<file path="config.mk">
export PLATFORM = sky130hd
export DESIGN_NAME = phase_sequence_generator_flat
export DESIGN_NICKNAME = d
export VERILOG_FILES = /design/src/rtl/cisc_timing_pkg.sv /design/src/rtl/phase_sequence_generator_if.sv /design/src/rtl/phase_sequence_generator_step_divider.sv /design/src/rtl/phase_sequence_generator.sv /design/src/flat_wrapper.sv
export SDC_FILE = /design/constraint.sdc
export NUM_CORES = 1
export LEC_CHECK = 0
export ABC_CLOCK_PERIOD_IN_PS = 4100
export CAP_MARGIN = 0
export CORE_ASPECT_RATIO = 0.9
export CORE_UTILIZATION = 55
export CTS_BUF_LIST = sky130_fd_sc_hd__clkbuf_4 sky130_fd_sc_hd__clkbuf_8
export DETAILED_ROUTE_END_ITERATION = 8
export PLACE_DENSITY_LB_ADDON = 0.1
export SLEW_MARGIN = 20
export SYNTH_ARGS = -nofsm -noshare
export SYNTH_HDL_FRONTEND = slang
export SYNTH_SLANG_ARGS = --single-unit
export TNS_END_PERCENT = 20
</file>
<file path="constraint.sdc">
create_clock -name PLClock -period 4.1 [get_ports PLClock]
set_input_delay 1.23 -clock PLClock [delete_from_list [all_inputs] [get_ports PLClock]]
set_output_delay 1.23 -clock PLClock [all_outputs]
set_load 0.02 [all_outputs]
</file>
<file path="src/rtl/cisc_timing_pkg.sv">
// Shared timing definitions for the CISC core phase sequencer: state
// encoding, pattern-mode constants and the step-to-vector helper.
package cisc_timing_pkg;

    localparam int unsigned MAX_PHASES = 16;
    localparam int unsigned STEP_WIDTH = 5;

    typedef enum logic [0:0] {
        IDLE = 1'b0,
        RUN  = 1'b1
    } state_e;

    localparam logic PAT_THERM  = 1'b0;
    localparam logic PAT_ONEHOT = 1'b1;

    // Phase vector for a given step: thermometer sets the low 'step' bits,
    // one-hot sets only bit 'step'. Bits at or above num_phases stay clear.
    function automatic logic [MAX_PHASES-1:0] phase_pattern(
        input logic [STEP_WIDTH-1:0] step,
        input logic                  onehot,
        input int unsigned           num_phases
    );
        logic [MAX_PHASES-1:0] vec;
        vec = '0;
        for (int unsigned i = 0; i < MAX_PHASES; i++) begin
            if (i < num_phases) begin
                if (onehot == PAT_THERM) begin
                    vec[i] = (i < 32'(step));
                end else begin
                    vec[i] = (i == 32'(step));
                end
            end
        end
        return vec;
    endfunction

endpackage

</file>
<file path="src/rtl/phase_sequence_generator_if.sv">
// Control/status bundle between the core sequencer and the phase generator.
interface phase_sequence_generator_if #(
    parameter int unsigned NUM_PHASES = 4,
    parameter int unsigned DIV_WIDTH  = 8,
    parameter int unsigned IDX_WIDTH  = $clog2(NUM_PHASES + 1)
);

    logic                  Start;
    logic                  Stop;
    logic                  Hold;
    logic                  SingleShot;
    logic                  OneHot;
    logic [DIV_WIDTH-1:0]  DivRatio;
    logic [NUM_PHASES-1:0] ClockSource;
    logic [IDX_WIDTH-1:0]  PhaseIndex;
    logic                  StepStrobe;
    logic                  CycleDone;
    logic                  Busy;

    // Controller side: issues commands, observes the phase vector.
    modport master (
        output Start, Stop, Hold, SingleShot, OneHot, DivRatio,
        input  ClockSource, PhaseIndex, StepStrobe, CycleDone, Busy
    );

    // Generator side.
    modport slave (
        input  Start, Stop, Hold, SingleShot, OneHot, DivRatio,
        output ClockSource, PhaseIndex, StepStrobe, CycleDone, Busy
    );

endinterface

</file>
<file path="src/rtl/phase_sequence_generator_step_divider.sv">
// Step-length divider: counts 0..Ratio while enabled and flags the
// cycle on which the current step should advance.
module step_divider #(
    parameter int unsigned DIV_WIDTH = 8
) (
    input  logic                 PLClock,
    input  logic                 Reset,
    input  logic                 Enable,
    input  logic                 Hold,
    input  logic [DIV_WIDTH-1:0] Ratio,
    output logic                 Tick
);

    logic [DIV_WIDTH-1:0] count;

    // Hold wins over a terminal count; the counter never passes Ratio.
    assign Tick = Enable && !Hold && (count == Ratio);

    // Step-length counter, cleared outside RUN and on every tick.
    always_ff @(posedge PLClock) begin
        if (Reset || !Enable) begin
            count <= '0;
        end else if (Tick) begin
            count <= '0;
        end else if (!Hold) begin
            count <= count + DIV_WIDTH'(1);
        end
    end

endmodule

</file>
<file path="src/rtl/phase_sequence_generator.sv">
// Programmable multi-phase enable generator for the CISC core datapath.
// Walks a thermometer or one-hot pattern, one step per divider tick,
// in free-run or single-shot mode with graceful stop and hold.
module phase_sequence_generator
    import cisc_timing_pkg::*;
#(
    parameter int unsigned NUM_PHASES = 4,
    parameter int unsigned DIV_WIDTH  = 8,
    parameter int unsigned IDX_WIDTH  = $clog2(NUM_PHASES + 1)
) (
    input logic                        PLClock,
    input logic                        Reset,
    phase_sequence_generator_if.slave  bus
);

    localparam logic [0:0] S_IDLE = 1'(IDLE);
    localparam logic [0:0] S_RUN  = 1'(RUN);

    localparam logic [IDX_WIDTH-1:0] LAST_THERM  = IDX_WIDTH'(NUM_PHASES);
    localparam logic [IDX_WIDTH-1:0] LAST_ONEHOT = IDX_WIDTH'(NUM_PHASES - 1);

    logic [0:0]            state,      state_n;
    logic [IDX_WIDTH-1:0]  step,       step_n;
    logic [NUM_PHASES-1:0] phase_vec,  phase_vec_n;
    logic                  strobe,     strobe_n;
    logic                  done,       done_n;
    logic                  busy,       busy_n;
    logic                  single_lat, single_lat_n;
    logic                  onehot_lat, onehot_lat_n;
    logic [DIV_WIDTH-1:0]  ratio_lat,  ratio_lat_n;
    logic                  stop_pend,  stop_pend_n;

    logic                  tick;
    logic                  run_en;
    logic [IDX_WIDTH-1:0]  last_step;
    logic [IDX_WIDTH-1:0]  step_inc;
    logic                  finish;

    assign run_en    = (state == S_RUN);
    assign last_step = (onehot_lat == PAT_ONEHOT) ? LAST_ONEHOT : LAST_THERM;
    assign step_inc  = step + IDX_WIDTH'(1);
    // A Stop arriving on the final tick still ends the sequence at this wrap.
    assign finish    = single_lat || stop_pend || bus.Stop;

    step_divider #(
        .DIV_WIDTH (DIV_WIDTH)
    ) u_divider (
        .PLClock (PLClock),
        .Reset   (Reset),
        .Enable  (run_en),
        .Hold    (bus.Hold),
        .Ratio   (ratio_lat),
        .Tick    (tick)
    );

    // State and output registers.
    always_ff @(posedge PLClock) begin
        if (Reset) begin
            state      <= S_IDLE;
            step       <= '0;
            phase_vec  <= '0;
            strobe     <= 1'b0;
            done       <= 1'b0;
            busy       <= 1'b0;
            single_lat <= 1'b0;
            onehot_lat <= 1'b0;
            ratio_lat  <= '0;
            stop_pend  <= 1'b0;
        end else begin
            state      <= state_n;
            step       <= step_n;
            phase_vec  <= phase_vec_n;
            strobe     <= strobe_n;
            done       <= done_n;
            busy       <= busy_n;
            single_lat <= single_lat_n;
            onehot_lat <= onehot_lat_n;
            ratio_lat  <= ratio_lat_n;
            stop_pend  <= stop_pend_n;
        end
    end

    // Next-state and next-output logic for the IDLE/RUN sequencer.
    always_comb begin
        state_n      = state;
        step_n       = step;
        phase_vec_n  = phase_vec;
        strobe_n     = 1'b0;
        done_n       = 1'b0;
        busy_n       = busy;
        single_lat_n = single_lat;
        onehot_lat_n = onehot_lat;
        ratio_lat_n  = ratio_lat;
        stop_pend_n  = stop_pend;

        case (state)
            S_IDLE: begin
                if (bus.Start) begin
                    state_n      = S_RUN;
                    single_lat_n = bus.SingleShot;
                    onehot_lat_n = bus.OneHot;
                    ratio_lat_n  = bus.DivRatio;
                    stop_pend_n  = 1'b0;
                    step_n       = '0;
                    phase_vec_n  = NUM_PHASES'(phase_pattern(STEP_WIDTH'(0), bus.OneHot, NUM_PHASES));
                    busy_n       = 1'b1;
                end
            end

            S_RUN: begin
                if (bus.Stop) begin
                    stop_pend_n = 1'b1;
                end
                if (tick) begin
                    strobe_n = 1'b1;
                    if (step == last_step) begin
                        done_n = 1'b1;
                        if (finish) begin
                            state_n      = S_IDLE;
                            step_n       = '0;
                            phase_vec_n  = '0;
                            busy_n       = 1'b0;
                            stop_pend_n  = 1'b0;
                            single_lat_n = 1'b0;
                            onehot_lat_n = 1'b0;
                            ratio_lat_n  = '0;
                        end else begin
                            // Free-run wrap: only the step length is re-sampled.
                            step_n      = '0;
                            ratio_lat_n = bus.DivRatio;
                            phase_vec_n = NUM_PHASES'(phase_pattern(STEP_WIDTH'(0), onehot_lat, NUM_PHASES));
                        end
                    end else begin
                        step_n      = step_inc;
                        phase_vec_n = NUM_PHASES'(phase_pattern(STEP_WIDTH'(step_inc), onehot_lat, NUM_PHASES));
                    end
                end
            end

            default: begin
                state_n = S_IDLE;
            end
        endcase
    end

    assign bus.ClockSource = phase_vec;
    assign bus.PhaseIndex  = step;
    assign bus.StepStrobe  = strobe;
    assign bus.CycleDone   = done;
    assign bus.Busy        = busy;

endmodule

</file>
<file path="src/flat_wrapper.sv">
// flat-port wrapper written by rule: the top's interface ports become plain ports
module phase_sequence_generator_flat import cisc_timing_pkg::*;
#(
    parameter int unsigned NUM_PHASES = 4,
    parameter int unsigned DIV_WIDTH  = 8,
    parameter int unsigned IDX_WIDTH  = $clog2(NUM_PHASES + 1)
)
  (PLClock, Reset, bus_Start, bus_Stop, bus_Hold, bus_SingleShot, bus_OneHot, bus_DivRatio, bus_ClockSource, bus_PhaseIndex, bus_StepStrobe, bus_CycleDone, bus_Busy);
  phase_sequence_generator_if #(.NUM_PHASES(NUM_PHASES), .DIV_WIDTH(DIV_WIDTH), .IDX_WIDTH(IDX_WIDTH)) bus_i ();
  input logic PLClock;
  input logic Reset;
  input wire logic [$bits(bus_i.Start)-1:0] bus_Start;
  input wire logic [$bits(bus_i.Stop)-1:0] bus_Stop;
  input wire logic [$bits(bus_i.Hold)-1:0] bus_Hold;
  input wire logic [$bits(bus_i.SingleShot)-1:0] bus_SingleShot;
  input wire logic [$bits(bus_i.OneHot)-1:0] bus_OneHot;
  input wire logic [$bits(bus_i.DivRatio)-1:0] bus_DivRatio;
  output wire logic [$bits(bus_i.ClockSource)-1:0] bus_ClockSource;
  output wire logic [$bits(bus_i.PhaseIndex)-1:0] bus_PhaseIndex;
  output wire logic [$bits(bus_i.StepStrobe)-1:0] bus_StepStrobe;
  output wire logic [$bits(bus_i.CycleDone)-1:0] bus_CycleDone;
  output wire logic [$bits(bus_i.Busy)-1:0] bus_Busy;
  assign bus_i.Start = bus_Start;
  assign bus_i.Stop = bus_Stop;
  assign bus_i.Hold = bus_Hold;
  assign bus_i.SingleShot = bus_SingleShot;
  assign bus_i.OneHot = bus_OneHot;
  assign bus_i.DivRatio = bus_DivRatio;
  assign bus_ClockSource = bus_i.ClockSource;
  assign bus_PhaseIndex = bus_i.PhaseIndex;
  assign bus_StepStrobe = bus_i.StepStrobe;
  assign bus_CycleDone = bus_i.CycleDone;
  assign bus_Busy = bus_i.Busy;
  phase_sequence_generator #(.NUM_PHASES(NUM_PHASES), .DIV_WIDTH(DIV_WIDTH), .IDX_WIDTH(IDX_WIDTH)) u_core (.PLClock(PLClock), .Reset(Reset), .bus(bus_i));
endmodule
</file>
==> flow_summary.html <==
<h3>Run summary</h3>
<table>
<tr><th>Metric</th><th>Value</th></tr>
<tr><th colspan="2">Run status</th></tr>
<tr><td>Run status</td><td>complete, no violations</td></tr>
<tr><th colspan="2">Min path</th></tr>
<tr><td>Startpoint of the worst hold path</td><td>u_core.bus.ClockSource[3]</td></tr>
<tr><td>Path class of the lowest-slack min-delay path</td><td>reg -&gt; reg</td></tr>
<tr><th colspan="2">Worst setup path</th></tr>
<tr><td>Critical Path Slowest Stage Cell</td><td>sky130_fd_sc_hd__clkdlybuf4s50_1</td></tr>
<tr><td>CP cell instances</td><td>clkdlybuf4s50_1 &gt; nand2b_1 &gt; nor4_4 &gt; nand3_1 &gt; o21ai_0 &gt; buf_4 &gt; mux2i_1</td></tr>
<tr><td>Kind of end point of the critical path</td><td>flip-flop</td></tr>
<tr><td>Critical path buffer and inverter count</td><td>2</td></tr>
<tr><td>Critical path endpoint</td><td>u_core.ratio_lat[3]</td></tr>
<tr><td>Critical Path Max Stage Delay</td><td>500 ps</td></tr>
<tr><td>Register-to-Register Path Depth</td><td>6</td></tr>
<tr><td>Highest net fanout along the worst path</td><td>8</td></tr>
<tr><td>Launch point of the worst path</td><td>bus_Hold</td></tr>
<tr><td>Startpoint of the most critical register-to-register path</td><td>u_core.bus.PhaseIndex[0]</td></tr>
<tr><th colspan="2">Power and ir drop</th></tr>
<tr><td>Seq pwr share</td><td>53.6%</td></tr>
<tr><td>Portion of total power attributed to combinational logic</td><td>13.4%</td></tr>
<tr><td>Worst-case vdd ir drop</td><td>218 µV</td></tr>
<tr><td>Power density relative to cell area</td><td>320 nW/µm²</td></tr>
<tr><td>Total internal power</td><td>0.430 mW</td></tr>
<tr><th colspan="2">Yosys</th></tr>
<tr><td>Area of the mapped netlist</td><td>1500 µm²</td></tr>
<tr><td>Prevailing post-synth register cell</td><td>sky130_fd_sc_hd__dfxtp_1</td></tr>
<tr><td>Number of synthesized register bits</td><td>30</td></tr>
<tr><td>Chip area estimate from yosys synthesis</td><td>1500 µm²</td></tr>
<tr><td>MUX share of area</td><td>6.68%</td></tr>
<tr><td>Max-area cell share</td><td>40.1%</td></tr>
<tr><td>Fraction of the yosys area taken by sequential cells</td><td>40.1%</td></tr>
<tr><td>Top cells by count</td><td>sky130_fd_sc_hd__dfxtp_1, sky130_fd_sc_hd__nand2_1, sky130_fd_sc_hd__nor2_1</td></tr>
<tr><td>Adder and majority cell fraction of the synthesized area</td><td>3.34%</td></tr>
<tr><td>Post-Synthesis Net Count</td><td>189</td></tr>
<tr><td>Warning count from the yosys run</td><td>0</td></tr>
<tr><td>Dominant combinational cell family by area after synthesis</td><td>simple AND/OR/NAND/NOR gates</td></tr>
<tr><td>Leading cell type by number of instances after synthesis</td><td>sky130_fd_sc_hd__dfxtp_1</td></tr>
<tr><td>Aoi share</td><td>10.7%</td></tr>
<tr><td>Post-synthesis share of cell area spent on and, or, nand and nor gates</td><td>26.7%</td></tr>
<tr><td>Cells after synthesis</td><td>170</td></tr>
<tr><th colspan="2">Route</th></tr>
<tr><td>Via count</td><td>1,298</td></tr>
<tr><td>Drt first-iter violations</td><td>54</td></tr>
<tr><td>Residual DRC</td><td>0</td></tr>
<tr><td>Routed WL per cell</td><td>14.3 µm</td></tr>
<tr><td>Total length of routed met2 wires</td><td>1520 µm</td></tr>
<tr><td>Met3 routed WL</td><td>205 µm</td></tr>
<tr><td>Detailed-routing iteration count for the pre-antenna-repair pass</td><td>4</td></tr>
<tr><td>Drt via density</td><td>5.74</td></tr>
<tr><td>Uppermost metal layer occupied by signal nets</td><td>met4</td></tr>
<tr><th colspan="2">Final layout</th></tr>
<tr><td>Most common cell after layout, fill and taps aside</td><td>sky130_fd_sc_hd__dfxtp_1</td></tr>
<tr><td>Most frequent cells in the layout</td><td>sky130_fd_sc_hd__dfxtp_1, sky130_fd_sc_hd__clkdlybuf4s50_1, sky130_fd_sc_hd__nand2_1, sky130_fd_sc_hd__nor2_1, sky130_fd_sc_hd__xor2_1</td></tr>
<tr><td>Logic cell area</td><td>851 µm²</td></tr>
<tr><td>Register area</td><td>601 µm²</td></tr>
<tr><td>Post-layout nets</td><td>216</td></tr>
<tr><td>Area growth syn-to-layout</td><td>21.7%</td></tr>
<tr><th colspan="2">STA</th></tr>
<tr><td>Actual slew at the worst max-slew pin</td><td>846 ps</td></tr>
<tr><td>Endpoints failing hold</td><td>0</td></tr>
<tr><td>Headroom to the max-slew limit</td><td>43.3%</td></tr>
<tr><td>Worst hold slack</td><td>464 ps</td></tr>
<tr><td>Final Max Slew Viols</td><td>0</td></tr>
<tr><td>Setup repair after global routing missed its margin</td><td>false</td></tr>
<tr><th colspan="2">Clock network</th></tr>
<tr><td>Insertion delay to the later sink of the worst-skew pair</td><td>340 ps</td></tr>
<tr><td>Number of post-CTS setup repair buffers</td><td>0</td></tr>
<tr><td>Number of buffers added to fix hold violations after cts</td><td>0</td></tr>
<tr><td>TritonCTS clock tree</td><td>yes</td></tr>
<tr><td>Post-cts sizing count</td><td>0</td></tr>
<tr><td>Maximum count of clock buffers along a single path</td><td>2</td></tr>
<tr><th colspan="2">Global route</th></tr>
<tr><td>Wire length of the first global-routing pass</td><td>5330 µm</td></tr>
<tr><td>Vias in the first global route</td><td>1,181</td></tr>
<tr><td>Global-route congestion overflow total</td><td>0</td></tr>
<tr><td>Total Routing Usage GR</td><td>24.8%</td></tr>
<tr><td>Initial antenna violation count</td><td>0</td></tr>
<tr><th colspan="2">Floorplan</th></tr>
<tr><td>Die Area</td><td>2940 µm²</td></tr>
<tr><th colspan="2">Run</th></tr>
<tr><td>Count of max-cap constraint violations</td><td>0</td></tr>
</table>
[power by group through the flow]
stage / registers (mW) / logic, mW / clock network, mW
floorplan: 0.318 / 0.0483 / 0
global placement: 0.319 / 0.0755 / 0
detailed placement: 0.319 / 0.0773 / 0
CTS: 0.312 / 0.0777 / 0.195
global route: 0.314 / 0.0855 / 0.211
finish: 0.313 / 0.0780 / 0.193
[cells by family after synthesis]
logic type | after synthesis
compound gates | 25
xor+xnor | 16
fa+ha+maj | 4
buf+inv | 11
flops | 30
mux | 10
simple gates | 74
[cell type report]
| cell class | instances | area share, % |
|---|---|---|
| sequential | 30 | 32.9 |
| multi-input combinational | 129 | 46.6 |
| inverter | 5 | 1.03 |
| timing repair buffer | 26 | 14.0 |
| tap | 28 | 1.92 |
| clock buffer | 7 | 3.22 |
| clock inverter | 1 | 0.274 |
[stage by stage]
| step | power [mW] | setup slack [ps] | cell area, µm² | util (%) |
|---|---|---|---|---|
| final | 0.584 | 1140 | 1820 | 72.7 |
| after global routing | 0.610 | 971 | 1820 | 72.7 |
| after CTS | 0.585 | 1180 | 1820 | 72.7 |
| after detailed placement | 0.397 | 838 | 1760 | 70.1 |
| after global placement | 0.394 | 925 | 1760 | 70.1 |
| after floorplan | 0.366 | 1670 | 1500 | - |
[sequential cells by signal (all words and copies together) (netlist names)]
name	count
u_core.run_en	1
u_core.bus.ClockSource	4
u_core.onehot_lat	1
u_core.stop_pend	1
u_core.bus.StepStrobe	1
u_core.bus.CycleDone	1
u_core.bus.Busy	1
u_core.single_lat	1
u_core.u_divider.count	8
u_core.bus.PhaseIndex	3
u_core.ratio_lat	8
[routing by layer]
layer	global-route usage [%]	up-vias
met2	39.4	43
met1	30.3	595
met4	9.76	0
met3	9.70	6
li1	-	654
met5	0	-
==> images/cell_density.png <==
11 x 10 tiles, from white (low) to dark blue (high), 0 to 100% covered.
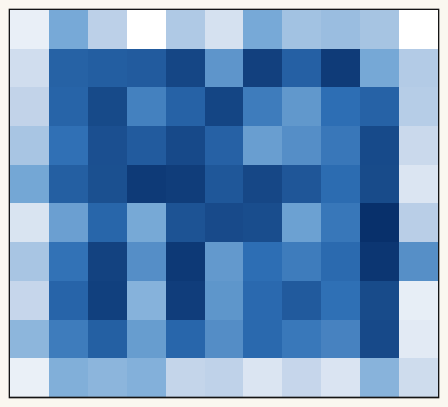
mean over tiles: 61%
nearly empty tiles: 1.8%
fullest tile: 100%
floorplan utilization: 59.7%
core area: 2510 µm²
Final Core Density: 72.7%

==> images/detail.png <==
Window x 33 to 53, y 29 to 49 µm. Cells in grey, sequential cells in the stronger grey; small squares are vias.
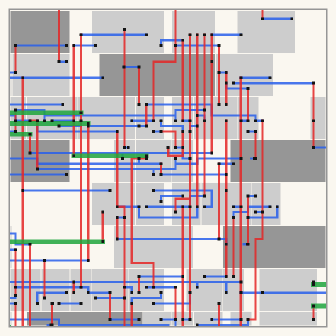
legend:
  metal 3:
    colour: green
  metal 2:
    colour: red
  metal 1:
    colour: blue
netlist names of flops here include: u_core.bus.ClockSource (3), u_core.bus.PhaseIndex (2)
cells with their middle in the window: 33
most frequent: dfxtp_1 (5), nand2_1 (4), clkdlybuf4s50_1 (4)
sequential cells in the window: 5

==> images/placement.png <==
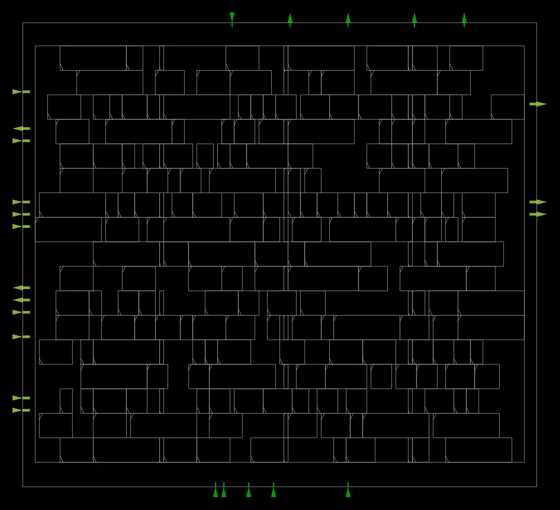
seq_cells: 30
number of tap cells inserted: 28

==> images/io_placement.png <==
Scale bar: 20 µm. Pins as bars across the die edge, other pins in grey.
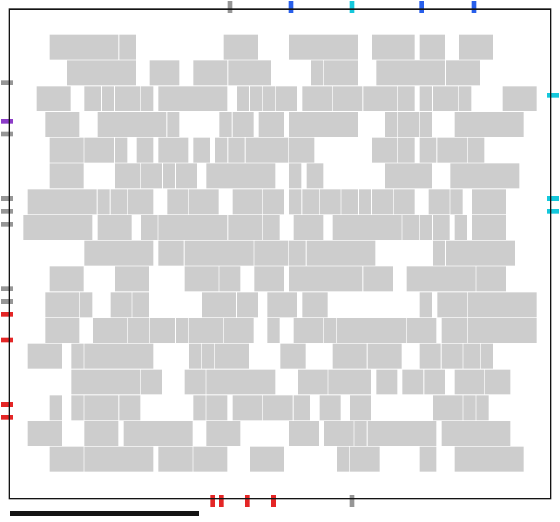
legend:
  bus_ClockSource:
    colour: cyan
    pins: 4
    direction: output
    edge: 3 right, 1 top
  bus_Busy:
    colour: purple
    pins: 1
    direction: output
    edge: left
  bus_DivRatio:
    colour: red
    pins: 8
    direction: input
    edge: 4 left, 4 bottom
  bus_PhaseIndex:
    colour: blue
    pins: 3
    direction: output
    edge: top
all pins by edge: 12 left, 5 top, 5 bottom, 3 right
die span in x: 57.0 µm
IO Port Bufs: 24
die boundary height: 51.5 µm

Power and IR drop assume default switching activity.
